Figure 1. The clock network (run 1).
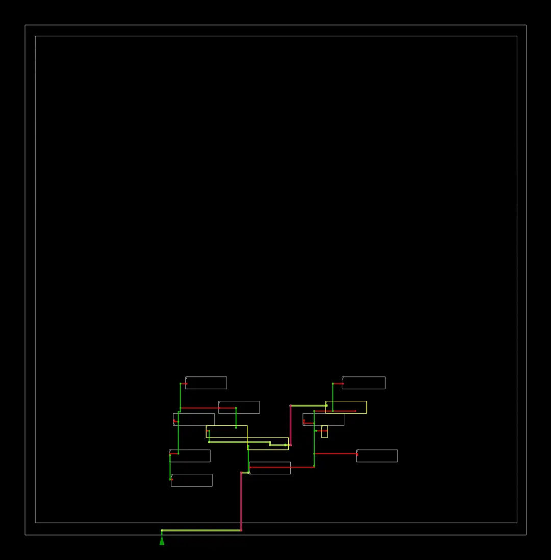
Figure 2. Signal wires by layer (run 1).
(3 px per um)
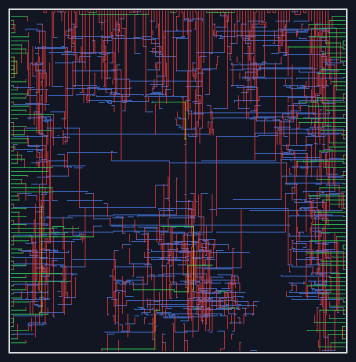
Figure 3. Nets reached from selected ports (run 1).
(4 px per um)
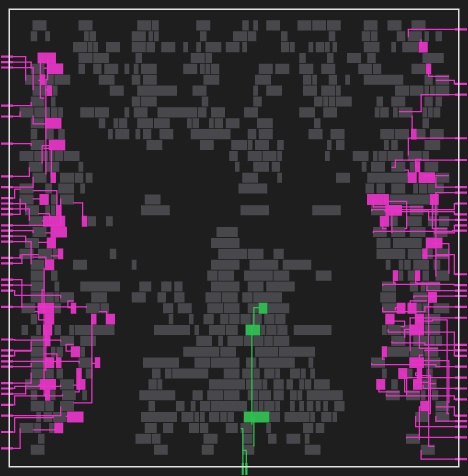
$ cat src/rtl/riscv_memarb.sv
// riscv_memarb: two-port arbiter sharing one pipelined memory/BIU request
// channel between instruction fetch (port 0) and data access (port 1).
//
// Ports:
//   clk_i, rst_ni      clock, asynchronous active-low reset
//   clr_i              synchronous clear of pending tracking and lock
//   req_i/adr_i/size_i/lock_i/we_i/d_i   per-port upstream request
//   gnt_o              per-port grant (one-hot or zero), same cycle as req_i
//   ack_o, q_o         per-port completion routed by issue order, read data
//   req_o/adr_o/size_o/lock_o/we_o/d_o   downstream request channel
//   ack_i, q_i         downstream in-order completion and read data
//   idle_o             no access outstanding
//
// The arbiter keeps a small FIFO of the port id behind every issued access.
// Downstream acks arrive in issue order, so the FIFO head always names the
// port that the current ack belongs to.

package riscv_memarb_pkg;
  typedef logic [2:0] biu_size_t;
endpackage

module riscv_memarb
  import riscv_memarb_pkg::*;
#(
  parameter int XLEN        = 32,
  parameter int MAX_PENDING = 2,
  parameter int ROUND_ROBIN = 1
) (
  input  logic                 clk_i,
  input  logic                 rst_ni,
  input  logic                 clr_i,
  input  logic [1:0]           req_i,
  input  logic [1:0][XLEN-1:0] adr_i,
  input  biu_size_t [1:0]      size_i,
  input  logic [1:0]           lock_i,
  input  logic [1:0]           we_i,
  input  logic [1:0][XLEN-1:0] d_i,
  output logic [1:0]           gnt_o,
  output logic [1:0]           ack_o,
  output logic [XLEN-1:0]      q_o,
  output logic                 req_o,
  output logic [XLEN-1:0]      adr_o,
  output biu_size_t            size_o,
  output logic                 lock_o,
  output logic                 we_o,
  output logic [XLEN-1:0]      d_o,
  input  logic                 ack_i,
  input  logic [XLEN-1:0]      q_i,
  output logic                 idle_o
);

  localparam int PW = (MAX_PENDING > 1) ? $clog2(MAX_PENDING) : 1;
  localparam int CW = $clog2(MAX_PENDING + 1);
  localparam logic [CW-1:0] MAX_CNT   = CW'(MAX_PENDING);
  localparam logic [PW-1:0] LAST_SLOT = PW'(MAX_PENDING - 1);

  // Tracking state
  logic [CW-1:0] count_q, count_d;
  logic [PW-1:0] wr_ptr_q, rd_ptr_q;
  logic          id_q [MAX_PENDING];

  // Lock ownership and round-robin history
  logic lock_vld_q;
  logic lock_own_q;
  logic last_q;

  // Arbitration results
  logic       issue_ok;
  logic [1:0] elig;
  logic [1:0] gnt;
  logic       sel;
  logic       push;
  logic       pop;
  logic       head_id;

  function automatic logic [PW-1:0] ptr_inc(input logic [PW-1:0] p);
    return (p == LAST_SLOT) ? '0 : p + PW'(1);
  endfunction

  // Only the registered count gates issue; a same-cycle ack does not open a
  // slot, which keeps the grant path independent of ack_i timing.
  // NOTE: every signal written in always_comb gets a default first so no
  // path leaves it unassigned and no latch is inferred.
  always_comb begin
    issue_ok = (count_q < MAX_CNT) && !clr_i;
    elig     = 2'b00;
    gnt      = 2'b00;
    // While a lock is held only its owner may be considered.
    elig[0]  = req_i[0] && issue_ok && (!lock_vld_q || !lock_own_q);
    elig[1]  = req_i[1] && issue_ok && (!lock_vld_q ||  lock_own_q);
    if (elig == 2'b11) begin
      if (ROUND_ROBIN != 0) begin
        gnt = last_q ? 2'b01 : 2'b10;
      end else begin
        gnt = 2'b01;
      end
    end else begin
      gnt = elig;
    end
  end

  // Granted port drives the channel; with no grant port 0 is selected.
  assign sel    = gnt[1];
  assign push   = |gnt;
  assign gnt_o  = gnt;
  assign req_o  = push;
  assign adr_o  = adr_i[sel];
  assign size_o = size_i[sel];
  assign lock_o = lock_i[sel];
  assign we_o   = we_i[sel];
  assign d_o    = d_i[sel];

  // An ack with nothing outstanding (e.g. straggler after clr_i) is dropped.
  assign head_id = id_q[rd_ptr_q];
  assign pop     = ack_i && (count_q != '0) && !clr_i;
  assign ack_o   = pop ? (head_id ? 2'b10 : 2'b01) : 2'b00;
  assign q_o     = q_i;
  assign idle_o  = (count_q == '0);

  always_comb begin
    count_d = count_q;
    case ({push, pop})
      2'b10:   count_d = count_q + CW'(1);
      2'b01:   count_d = count_q - CW'(1);
      default: count_d = count_q;
    endcase
  end

  // NOTE: state registers use non-blocking assignments so every register
  // samples the pre-edge values regardless of statement order.
  always_ff @(posedge clk_i or negedge rst_ni) begin
    if (!rst_ni) begin
      count_q    <= '0;
      wr_ptr_q   <= '0;
      rd_ptr_q   <= '0;
      lock_vld_q <= 1'b0;
      lock_own_q <= 1'b0;
      last_q     <= 1'b1;
      // NOTE: the id slots are tiny, so they are reset too; this keeps X
      // off the ack routing even though the count already masks stale slots.
      for (int i = 0; i < MAX_PENDING; i++) begin
        id_q[i] <= 1'b0;
      end
    end else if (clr_i) begin
      count_q    <= '0;
      wr_ptr_q   <= '0;
      rd_ptr_q   <= '0;
      lock_vld_q <= 1'b0;
      lock_own_q <= 1'b0;
      last_q     <= 1'b1;
    end else begin
      count_q <= count_d;
      if (pop) begin
        rd_ptr_q <= ptr_inc(rd_ptr_q);
      end
      if (push) begin
        id_q[wr_ptr_q] <= sel;
        wr_ptr_q       <= ptr_inc(wr_ptr_q);
        last_q         <= sel;
        // A locked grant takes ownership; the owner's next unlocked grant
        // ends the sequence.
        if (lock_i[sel]) begin
          lock_vld_q <= 1'b1;
          lock_own_q <= sel;
        end else if (lock_vld_q && (lock_own_q == sel)) begin
          lock_vld_q <= 1'b0;
        end
      end
    end
  end

endmodule

$ cat config.mk
export PLATFORM = sky130hd
export DESIGN_NAME = riscv_memarb
export DESIGN_NICKNAME = d
export VERILOG_FILES = /design/src/rtl/riscv_memarb.sv
export SDC_FILE = /design/constraint.sdc
export NUM_CORES = 1
export LEC_CHECK = 0
export ABC_AREA = 1
export CAP_MARGIN = 25
export CORE_AREA = 2 2 110 112
export CTS_CLUSTER_SIZE = 30
export DETAILED_ROUTE_END_ITERATION = 8
export DIE_AREA = 0 0 112 114
export PLACE_DENSITY_LB_ADDON = 0.05
export SLEW_MARGIN = 20
export SYNTH_ARGS = -nofsm -noshare
export SYNTH_HDL_FRONTEND = slang
export SYNTH_SLANG_ARGS = --single-unit
$ cat constraint.sdc
create_clock -name clk_i -period 1.7 [get_ports clk_i]
set_clock_uncertainty 0.2 [all_clocks]
set_input_delay 0.34 -clock clk_i [delete_from_list [all_inputs] [get_ports clk_i]]
set_output_delay 0.34 -clock clk_i [all_outputs]
set_load 0.005 [all_outputs]
==> results.py, run 1 <==
# Generated from Yosys and OpenROAD reports
metrics = {
    "floorplan": {
        "initCoreUtil_pct": 14.5,
        "rows": 40,
        "core_area_sq_um": 11700,
        "die_w_um": 112,
        "die_area_sq_um": 12800,
        "die_height_um": 114,
    },
    "pwr": {
        "power_leakage_nw": 2.60,
        "power_mw": 3.12,
        "irDropWorstVdd_mv": 0.377,
        "power.density_nw_per_um2": 615,
    },
    "clocking": {
        "clock-root-buffer": "clkbuf_16",
        "cts_buffer_depth": 2,
        "clk_pin_slew_ns": 0.04,
        "cts.htree.levels": 1,
        "cts_hold_buf": 0,
        "tritoncts": "yes",
    },
    "setup_path": {
        "cp.arrival_ns": 1.85,
        "critPathMaxStageDelay_ns": 0.40,
        "critical_path_class": "reg2out",
        "crit_path_frequent_cell": "buf_4",
        "slowest_stage": "dfrtp_1",
        "critPathCaptureType": "primary output",
        "crit_path_max_fanout": 7,
        "crit_chain": "nor2_4 -> buf_4 -> nand3_4 -> inv_4 -> nand2_8 -> buf_6 -> buf_8 -> buf_16 -> buf_4 -> nand2_4 -> nand2_2 -> buf_2",
        "cp-start-kind": "flip-flop",
        "cp_data_required_time_ns": 1.16,
        "ff2ff_path_depth": 12,
    },
    "placement": {
        "place_hpwl_um": 6820,
        "dp_slack_ns": -1.06,
        "place.gp.congestion": 0.783,
    },
    "layout": {
        "nNetsFinal": 761,
        "drive_above_1_share_pct": 49.1,
        "fillerInstances": 1246,
        "area_delta_synth_final_pct": 200,
        "fin_util_pct": 43.4,
        "diodes": 0,
    },
    "drt": {
        "drc_errors": 0,
        "ant_nets": 0,
        "detail_route.wl_per_cell_um": 13.9,
        "via_per_inst": 4.07,
        "firstDrtPassIters": 4,
        "drt_iter0_markers": 77,
    },
    "synth": {
        "ys_ff": 9,
        "synth_chip_area_sq_um": 1690,
        "netlist_area_sq_um": 1690,
        "postSynthAreaPerCell_sq_um": 5.21,
        "async_reset_ff_share_pct": 100,
        "synth_nets": 501,
        "synthCells": 325,
        "synthFlopType": "dfrtp_1",
        "edf_count": 0,
        "ys_cells": 325,
        "ys_seq_share_pct": 13.4,
        "yosysUniqueCellTypes": 24,
        "synth_warnings": 0,
    },
    "grt": {
        "grt_pass1_vias": 2964,
        "gr-total-overflow": 0,
        "grt_pass1_wl_um": 14600,
        "antenna_found_initial": 0,
        "grt_max_degree": 17,
    },
    "status": {
        "violations": "negative setup slack",
        "status": "finished with violations",
    },
    "sta": {
        "period_needed_ns": 2.39,
        "hold_violations": 0,
        "period_used_pct": 141,
        "rsz0062_at_grt": "yes",
        "timing.final.ws_setup_ns": -0.695,
        "whs_ns": 0.224,
        "tightest_slew_ns": 0.457,
        "drv_slew": 0,
        "max_freq_ghz": 0.418,
        "setup_viol": 82,
        "relSlewSlack_pct": 69.5,
    },
    "worst_hold_path": {
        "hp-class": "in2async",
    },
    "flow_run": {
        "cap_violations": 0,
        "tool_warnings": 29,
    },
}
About Figure 1:
Sink Count: 9
clk_lat worst skew: 0.24 ns
Num CTS Buffers: 3

About Figure 2:
[orange] M4 | wire length: 105 um
[red] M2 | wire length: 5340 um
[green] M3 | wire length: 1040 um
[blue] M1 | wire length: 3640 um
DR vias: 2972
drt total wl: 10100 um
GRT Total Usage: 14.2%

About Figure 3:
[magenta] d_i | bits: 64 | direction: input | edge: 34 left, 30 right | end cells: 64 | buffers: 64 | wire: 1230 um
[green] req_i | bits: 2 | direction: input | edge: bottom | end cells: 3 | buffers: 2 | wire: 52.5 um
I/O pins: 283
I/O Buffers: 218

==> run 1: repair_timing <==
| action | in CTS | in global routing |
|---|---|---|
| resized | 418 | 98 |
| pin swaps | 25 | 27 |
| cloned | 11 | 0 |
| buffers inserted | 43 | 13 |
| setup endpoints to repair | 82 | 83 |
==> run 1: cell families after synthesis <==
| kind of cell | after synthesis | share of synthesized area (%) |
|---|---|---|
| compound gates | 13 | 4.29 |
| buf+inv | 60 | 24.7 |
| flops | 9 | 13.4 |
| simple gates | 243 | 57.6 |
==> run 1: state kept, by name, summed over array words and instances, names as in the netlist <==
signal,cells
id_q,2
lock_vld_q,1
lock_own_q,1
rd_ptr_q,1
last_q,1
wr_ptr_q,1
count_q,2
==> run 1: critical path: cells and delay by family (launching register included) <==
kind	cells	cell delay, ns
flip-flops	1	0.40
buffers and inverters	7	0.84
AND/OR/NAND/NOR	5	0.35
==> run 1: power by group <==
part	leakage (nW)	internal [mW]	total (mW)	switching, mW
clock	0.0382	0.314	0.421	0.107
sequential	0.115	0.276	0.319	0.0426
combinational	2.44	1.42	2.38	0.968
total	2.60	2.01	3.12	1.12
==> run 1: stage by stage <==
step / cells / instance area [sq um] / TNS (ns)
global placement: 675 / 4010 / -76.20
CTS: 728 / 4740 / -47.76
floorplan: 325 / 1700 / -0.0901
finish: 731 / 5080 / -46.85
global route: 731 / 5080 / -54.25
detailed placement: 675 / 4010 / -77.01
==> run 1: path summary, 6_finish.rpt <==
kind / start / endpoint / slack (ns)
hold / removal: rst_ni / rd_ptr_q / 0.22
setup / recovery: count_q[1] / d_o[23] / -0.69
max in group asynchronous: rst_ni / last_q / 0.74
setup reg to reg: count_q[1] / lock_own_q / -0.16
hold reg to reg: wr_ptr_q / id_q[0] / 0.28
min in group clk_i: wr_ptr_q / id_q[0] / 0.28
==> run 1: per-layer routing <==
metal	part of all wire, %	track usage (%)
met2	53	27.3
met5	0	0
met3	10	4.25
met4	1.0	2.28
met1	36	15.7
==> run 1: cells in the final DEF, fill, tap and decap left out, drive strengths merged <==
master	n
o21ai	6
o211ai	1
clkdlybuf4s15	3
clkbuf	4
or2	1
nand3b	1
dfstp	1
nand3	8
inv	14
clkdlybuf4s50	140
buf	154
nand4	1
dlygate4sd2	4
nor2	5
o2111ai	1
dfrtp	8
a21oi	4
a31oi	1
nand2	227
==> run 1: Yosys cell counts (all sizes together) (4+ instances only) <==
cell type	instances	share of area [%]
a21oi	4	1.2
o21ai	6	1.8
buf	46	21
nand2	227	52
inv	14	3.4
nand3	8	2.7
nor2	5	1.6
dfrtp	8	12
==> run 1: layout make-up <==
class | instances | area, sq um | share of cell area, %
clock buffers | 4 | 78.8 | 1.55
well taps | 147 | 184 | 3.62
repair buffers | 301 | 3000 | 59.0
flip-flops and latches | 9 | 226 | 4.46
inverters | 14 | 71.3 | 1.40
multi-input cells | 256 | 1520 | 30.0
==> run 2: changes to the inputs <==
Settings changed: SLEW_MARGIN 20 to 5.
Figure 4. The clock network (run 2).
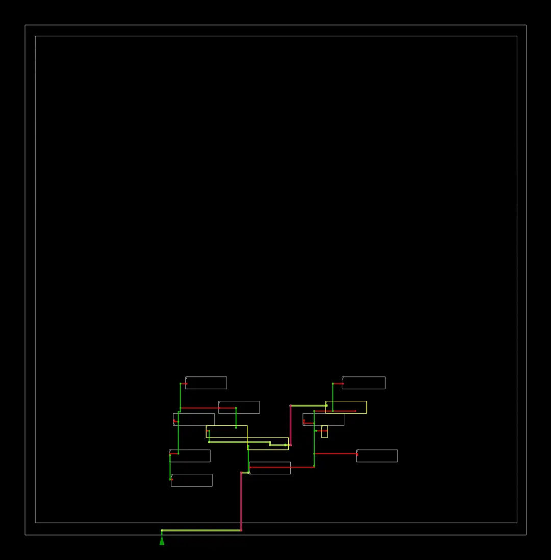
P_clk: 0.421 mW
clock buffer count: 4
flip-flops: 9

==> run 2 against run 1 <==
Compared with the run above:
- via count unchanged
- critical path type unchanged
- highest routed layer unchanged
- the flow still finishes with violations (negative setup slack)
- largest power group unchanged
- critical path depth unchanged
- sequential cell count unchanged
- area after synthesis unchanged
==> results.py, run 2 <==
# Generated from Yosys and OpenROAD reports
metrics = {
    "status": {
        "status": "finished with violations",
        "violations": "negative setup slack",
    },
    "setup_path": {
        "critical_path_class": "reg2out",
        "cp.arrival_ns": 1.85,
        "cp-start-kind": "flip-flop",
        "critPathCaptureType": "primary output",
        "ff2ff_path_depth": 12,
        "cp-startpoint": "count_q[1]",
        "r2r-start": "count_q[1]",
        "cp_data_required_time_ns": 1.16,
        "r2r_setup_slack_ns": -0.16,
        "crit_path_max_fanout": 7,
        "crit_end": "d_o[23]",
        "r2r_end": "lock_own_q",
    },
    "synth": {
        "ys_seq_share_pct": 13.4,
        "top_cells_by_count": "216 x nand2_1, 32 x buf_4, 12 x inv_1",
        "synth_top_area_share_pct": 47.9,
        "netlist_area_sq_um": 1690,
        "synthCells": 325,
        "ys_cells": 325,
        "synth_nets": 501,
        "edf_count": 0,
        "synthFlopType": "dfrtp_1",
        "yosysUniqueCellTypes": 24,
        "ys_ff": 9,
        "synthMostInstantiatedCell": "nand2_1",
        "top_area_cell": "nand2_1",
        "async_reset_ff_share_pct": 100,
        "postSynthAreaPerCell_sq_um": 5.21,
        "synth_chip_area_sq_um": 1690,
        "synth_warnings": 0,
        "top_cells_by_area": "nand2_1 48%, buf_4 14%, dfrtp_1 12%, buf_6 5.3%, nand2_2 3.7%",
    },
    "clocking": {
        "cts_hold_buf": 0,
        "cts.htree.levels": 1,
        "cts.sinks": 9,
        "clock_latency_ns": 0.24,
        "tritoncts": "yes",
        "cts_buffers": 3,
        "cts_buffer_depth": 2,
        "clock-root-buffer": "clkbuf_16",
        "clk_pin_slew_ns": 0.04,
    },
    "drt": {
        "firstDrtPassIters": 4,
        "vias": 2972,
        "via_per_inst": 4.07,
        "ant_nets": 0,
        "drc_errors": 0,
        "drt_iter0_markers": 77,
        "drt-total-wl_um": 10100,
        "detail_route.wl_per_cell_um": 13.9,
    },
    "floorplan": {
        "rows": 40,
        "die_height_um": 114,
        "io_pins": 283,
        "core_area_sq_um": 11700,
        "initCoreUtil_pct": 14.5,
        "die_w_um": 112,
        "die_area_sq_um": 12800,
    },
    "placement": {
        "dpl_cell_area_sq_um": 4010,
        "io_buffers": 218,
        "place_hpwl_um": 6820,
        "dp_slack_ns": -1.06,
        "numPlacedInstances": 675,
        "place.gp.congestion": 0.783,
    },
    "layout": {
        "fin_util_pct": 43.4,
        "drive_above_1_share_pct": 49.1,
        "design_area_sq_um": 5080,
        "area_delta_synth_final_pct": 200,
        "lay_top_cells": "140 x clkdlybuf4s50_1, 116 x nand2_1, 80 x nand2_2",
        "top_regs": "count_q: 2 flops, id_q: 2 flops",
        "nNetsFinal": 761,
        "final_common_cell": "clkdlybuf4s50_1",
        "diodes": 0,
        "fin_cells": 731,
    },
    "pwr": {
        "irDropWorstVdd_mv": 0.377,
        "power.density_nw_per_um2": 615,
        "power_leakage_nw": 2.60,
    },
    "worst_hold_path": {
        "hp-class": "in2async",
    },
    "sta": {
        "max_freq_ghz": 0.418,
        "tightest_slew_ns": 0.457,
        "period_needed_ns": 2.39,
        "rsz0062_at_grt": "yes",
        "period_used_pct": 141,
        "hold_violations": 0,
        "relSlewSlack_pct": 69.5,
        "whs_ns": 0.224,
        "timing.final.ws_setup_ns": -0.695,
        "drv_slew": 0,
        "setup_viol": 82,
    },
    "grt": {
        "antenna_found_initial": 0,
        "grt_pass1_wl_um": 14600,
        "grt_pass1_vias": 2964,
        "grt_max_degree": 17,
        "gr-total-overflow": 0,
        "grt.total_usage_pct": 14.2,
    },
    "flow_run": {
        "cap_violations": 0,
        "tool_warnings": 29,
    },
}
==> run 2: cell counts after synthesis <==
No cell type changed its count.
==> run 2: kinds of logic after synthesis <==
family,Yosys count,share of synthesized area (%)
AND-OR/OR-AND,13,4.29
buffers and inverters,60,24.7
AND/OR/NAND/NOR,243,57.6
flip-flops,9,13.4
==> run 2: power by group <==
part           internal (mW)  switching [mW]
clock network          0.314           0.107
logic                   1.42           0.968
registers              0.276          0.0426
==> run 2: layout make-up <==
type / instances / area, sq um
tap: 147 / 184
timing repair buffer: 301 / 3000
fill: 1246 / 6630
multi-input combinational: 256 / 1520
sequential: 9 / 226
clock buffer: 4 / 78.8
inverter: 14 / 71.3
==> run 2: through the flow <==
stage	total power [mW]	setup TNS, ns
after detailed placement	2.05	-77.01
after floorplan	0.972	-0.0901
after global placement	2.06	-76.20
after CTS	2.95	-47.76
after global routing	3.34	-54.25
final	3.12	-46.85
==> run 2: worst min path at each step <==
stage / slack [ns] / to / start
after detailed placement: 0.28 / id_q[0] / wr_ptr_q
final: 0.22 / rd_ptr_q / rst_ni
after global routing: 0.26 / rd_ptr_q / rst_ni
after floorplan: -0.16 / count_q[0] / rst_ni
after CTS: 0.24 / rd_ptr_q / rst_ni
after global placement: 0.27 / id_q[0] / wr_ptr_q
==> run 2: critical path: stages (launching register included) <==
cell and delay [ns]:
dfrtp_1 0.40, nor2_4 0.12, buf_4 0.13, nand3_4 0.09, inv_4 0.09, nand2_8 0.06, buf_6 0.13, buf_8 0.12
buf_16 0.13, buf_4 0.13, nand2_4 0.04, nand2_2 0.04, buf_2 0.11
==> run 2: metal layers <==
metal	track usage (%)	wire length (um)
met1	15.7	3640
met2	27.3	5340
met3	4.25	1040
met4	2.28	105
met5	0	0
==> run 2: what timing repair did <==
item,in CTS,in global routing
buffers inserted,43,13
gates resized,418,98
pin swaps,25,27
cloned,11,0
endpoints found under the hold margin,0,0
setup endpoints to repair,82,83
Power is estimated from default activity; no workload was simulated.
